$ cat src/rtl/serial_add_sequencer.sv
// Multi-nibble add/subtract sequencer that time-shares one external 4-bit
// ripple adder slice, processing one nibble per clock from LSB to MSB.
module serial_add_sequencer #(
  parameter int unsigned NIBBLES = 4
) (
  input  logic                   clk,
  input  logic                   rst_n,
  input  logic                   in_valid,
  output logic                   in_ready,
  input  logic [4*NIBBLES-1:0]   op_a,
  input  logic [4*NIBBLES-1:0]   op_b,
  input  logic                   op_cin,
  input  logic                   op_sub,
  output logic [3:0]             add_a,
  output logic [3:0]             add_b,
  output logic                   add_cin,
  input  logic [3:0]             add_sum,
  input  logic                   add_cout,
  output logic                   out_valid,
  input  logic                   out_ready,
  output logic [4*NIBBLES-1:0]   result,
  output logic                   cout,
  output logic                   busy
);

  localparam int unsigned    IW   = (NIBBLES > 1) ? $clog2(NIBBLES) : 1;
  localparam logic [IW-1:0]  LAST = IW'(NIBBLES - 1);

  typedef enum logic [1:0] {
    IDLE,
    RUN,
    DONE
  } state_t;

  state_t               state_q, state_d;
  logic [4*NIBBLES-1:0] a_q, b_q, res_q;
  logic                 sub_q, carry_q;
  logic [IW-1:0]        idx_q;
  logic [3:0]           a_slice, b_slice;

  always_ff @(posedge clk or negedge rst_n) begin
    if (!rst_n) state_q <= IDLE;
    else        state_q <= state_d;
  end

  always_comb begin
    state_d = state_q;
    case (state_q)
      IDLE:    if (in_valid) state_d = RUN;
      RUN:     if (idx_q == LAST) state_d = DONE;
      DONE:    if (out_ready) state_d = IDLE;
      default: state_d = IDLE;
    endcase
  end

  // Select the nibble currently fed to the external slice.
  always_comb begin
    a_slice = '0;
    b_slice = '0;
    for (int unsigned i = 0; i < NIBBLES; i++) begin
      if (idx_q == IW'(i)) begin
        a_slice = a_q[4*i +: 4];
        b_slice = b_q[4*i +: 4];
      end
    end
  end

  always_comb begin
    in_ready  = (state_q == IDLE);
    busy      = (state_q != IDLE);
    out_valid = (state_q == DONE);
    add_a     = '0;
    add_b     = '0;
    add_cin   = 1'b0;
    if (state_q == RUN) begin
      add_a   = a_slice;
      add_b   = sub_q ? ~b_slice : b_slice;
      add_cin = carry_q;
    end
    cout   = (state_q == DONE) && carry_q;
    result = res_q;
  end

  always_ff @(posedge clk or negedge rst_n) begin
    if (!rst_n) begin
      a_q     <= '0;
      b_q     <= '0;
      res_q   <= '0;
      sub_q   <= 1'b0;
      carry_q <= 1'b0;
      idx_q   <= '0;
    end else begin
      case (state_q)
        IDLE: begin
          if (in_valid) begin
            a_q     <= op_a;
            b_q     <= op_b;
            sub_q   <= op_sub;
            carry_q <= op_sub | op_cin;
            idx_q   <= '0;
          end
        end
        RUN: begin
          for (int unsigned i = 0; i < NIBBLES; i++) begin
            if (idx_q == IW'(i)) res_q[4*i +: 4] <= add_sum;
          end
          carry_q <= add_cout;
          if (idx_q != LAST) idx_q <= idx_q + 1'b1;
        end
        default: ;
      endcase
    end
  end

endmodule

$ cat config.mk
export PLATFORM = sky130hd
export DESIGN_NAME = serial_add_sequencer
export DESIGN_NICKNAME = d
export VERILOG_FILES = /design/src/rtl/serial_add_sequencer.sv
export SDC_FILE = /design/constraint.sdc
export NUM_CORES = 1
export LEC_CHECK = 0
export CORE_MARGIN = 5
export CORE_UTILIZATION = 50
export DETAILED_ROUTE_END_ITERATION = 7
export GPL_ROUTABILITY_DRIVEN = 0
export PLACE_DENSITY = 0.93
export SLEW_MARGIN = 10
export SYNTH_ARGS = -nofsm -noshare
export SYNTH_HDL_FRONTEND = slang
export SYNTH_SLANG_ARGS = --single-unit
$ cat constraint.sdc
create_clock -name clk -period 3.6 [get_ports clk]
set_clock_uncertainty 0.2 [all_clocks]
set_input_delay 0.9 -clock clk [delete_from_list [all_inputs] [get_ports clk]]
set_output_delay 0.9 -clock clk [all_outputs]
set_load 0.005 [all_outputs]
==> images/power_grid.png <==
Scale bar: 20 µm. Pins as bars on the die edge.
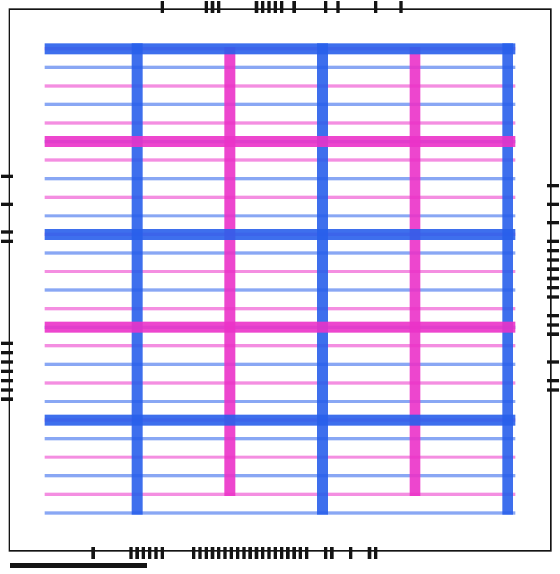
Key: VDD = magenta; VSS = blue
The core has 25 rows. 72 signal pins sit on the boundary. 5 straps on met5.

==> images/placement_by_type.png <==
Scale bar: 20 µm.
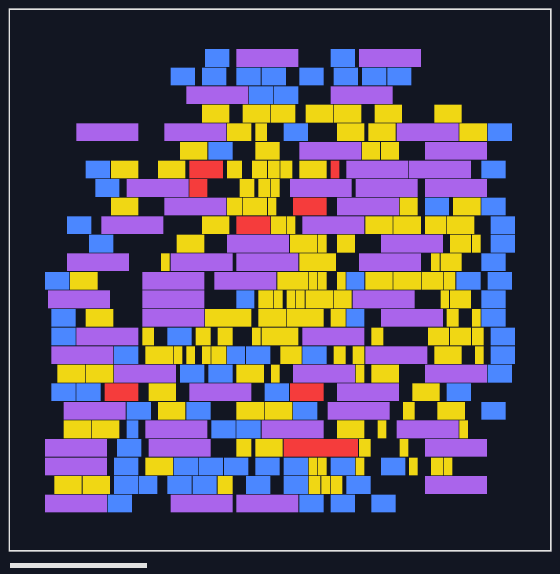
Key: clock drivers and dummy loads = red [cells 8, share of their area 3.4%]; sequential cells = purple [cells 54, share of their area 42%]; remaining buffers and delay cells = blue [cells 76, share of their area 23%]; combinational and other logic = yellow [cells 127, share of their area 31%]

==> results_slide.txt <==
Flow Results at a Glance

Status
  – Outcome: completed

Synth
  – Number of distinct library cell variants in the gate-level netlist after synthesis: 22
  – Flip-flop and latch count after synthesis: ~54
  – Dominant non-sequential cell family after synthesis: multiplexers
  – Asr flop ratio synth: 1.00
  – Average instance area after synthesis: around 13 µm²
  – Post-synthesis cell area: between 2000 and 2500 µm²

GRT
  – Remaining global-route overflow: 0
  – Number of global-route vias before repair: ~1800
  – Most utilized layer in the global route result: met2
  – Overall fraction of global-route tracks in use: 0.181
  – Met1 usage: 0.223

Detailed routing
  – Final routed wirelength across all metal layers: around 5400 µm
  – Tally of nets with antenna violations remaining after routing: 0

Cells and area
  – Count of buffers not belonging to the clock network in the layout: around 76
  – Post-layout instance area: around 3300 µm²
  – Proportion of cell area spent on the clock network: 0.0335
  – Total area of multi-input combinational cells: between 900 and 1000 µm²
  – Seq. cell area: about 1400 µm²
  – Fraction of cell area in non-clock buffers: 0.226
  – Filler cell count: between 300 and 400
  – Comb/total area: 0.297

Clock network
  – Max Buffers Root-to-Sink: 2
  – Clock sink total: approximately 54
  – Clock edge transition at the registers on the reported setup and hold paths: 0.09 ns

Floorplan
  – Vert. Die Dim: 79.1 µm
  – Number of cell rows: 25

Final timing
  – Headroom to the max-slew limit: 0.556

Power
  – Total power: between 2 and 3 mW
  – Worst ir drop on vdd: between 500 and 600 µV

Flow run
  – Max-cap violations: 0

Worst setup path
  – Capturing instance or port of the critical path: add_b[1]
  – Worst R2R Path Depth: 4
  – Internal reg-to-reg setup slack: 1.75 ns
-- placed cells by master, fill, tap and decap left out --
cell type	instances
sky130_fd_sc_hd__mux2_2	30
sky130_fd_sc_hd__buf_2	1
sky130_fd_sc_hd__nor2b_1	2
sky130_fd_sc_hd__a211o_1	3
sky130_fd_sc_hd__clkbuf_1	1
sky130_fd_sc_hd__and2_1	2
sky130_fd_sc_hd__ha_1	1
sky130_fd_sc_hd__o21ai_0	8
sky130_fd_sc_hd__nor2_1	6
sky130_fd_sc_hd__o22ai_1	4
sky130_fd_sc_hd__inv_1	10
sky130_fd_sc_hd__a221oi_1	3
sky130_fd_sc_hd__bufinv_16	1
sky130_fd_sc_hd__clkinvlp_4	1
sky130_fd_sc_hd__ha_2	3
sky130_fd_sc_hd__nand2b_1	4
sky130_fd_sc_hd__nand2_1	15
sky130_fd_sc_hd__a21oi_2	1
sky130_fd_sc_hd__a21oi_1	8
sky130_fd_sc_hd__dfrtp_1	54
sky130_fd_sc_hd__clkbuf_8	5
sky130_fd_sc_hd__mux2_1	16
sky130_fd_sc_hd__a22oi_1	5
sky130_fd_sc_hd__clkdlybuf4s50_1	70
sky130_fd_sc_hd__a22o_1	1
sky130_fd_sc_hd__mux2i_1	4
sky130_fd_sc_hd__nor3b_4	1
sky130_fd_sc_hd__buf_4	5
-- report_power, final --
group	leakage (nW)	switching, mW	total [mW]	internal (mW)
clock	0.0514	0.188	0.396	0.207
sequential	0.638	0.181	1.10	0.919
combinational	0.685	0.603	1.46	0.858
-- sequential cells by signal, indices dropped and copies added, names as in the netlist --
register / flops
state_q: 2
carry_q: 1
a_q: 16
result: 16
b_q: 16
sub_q: 1
idx_q: 2
-- timing repair --
item / in CTS / in global routing
endpoints found under the setup margin: 0 / 5
resized: 0 / 4
hold buffers: 0 / 0
No activity file was given, so power comes from the tool's default toggle rates.
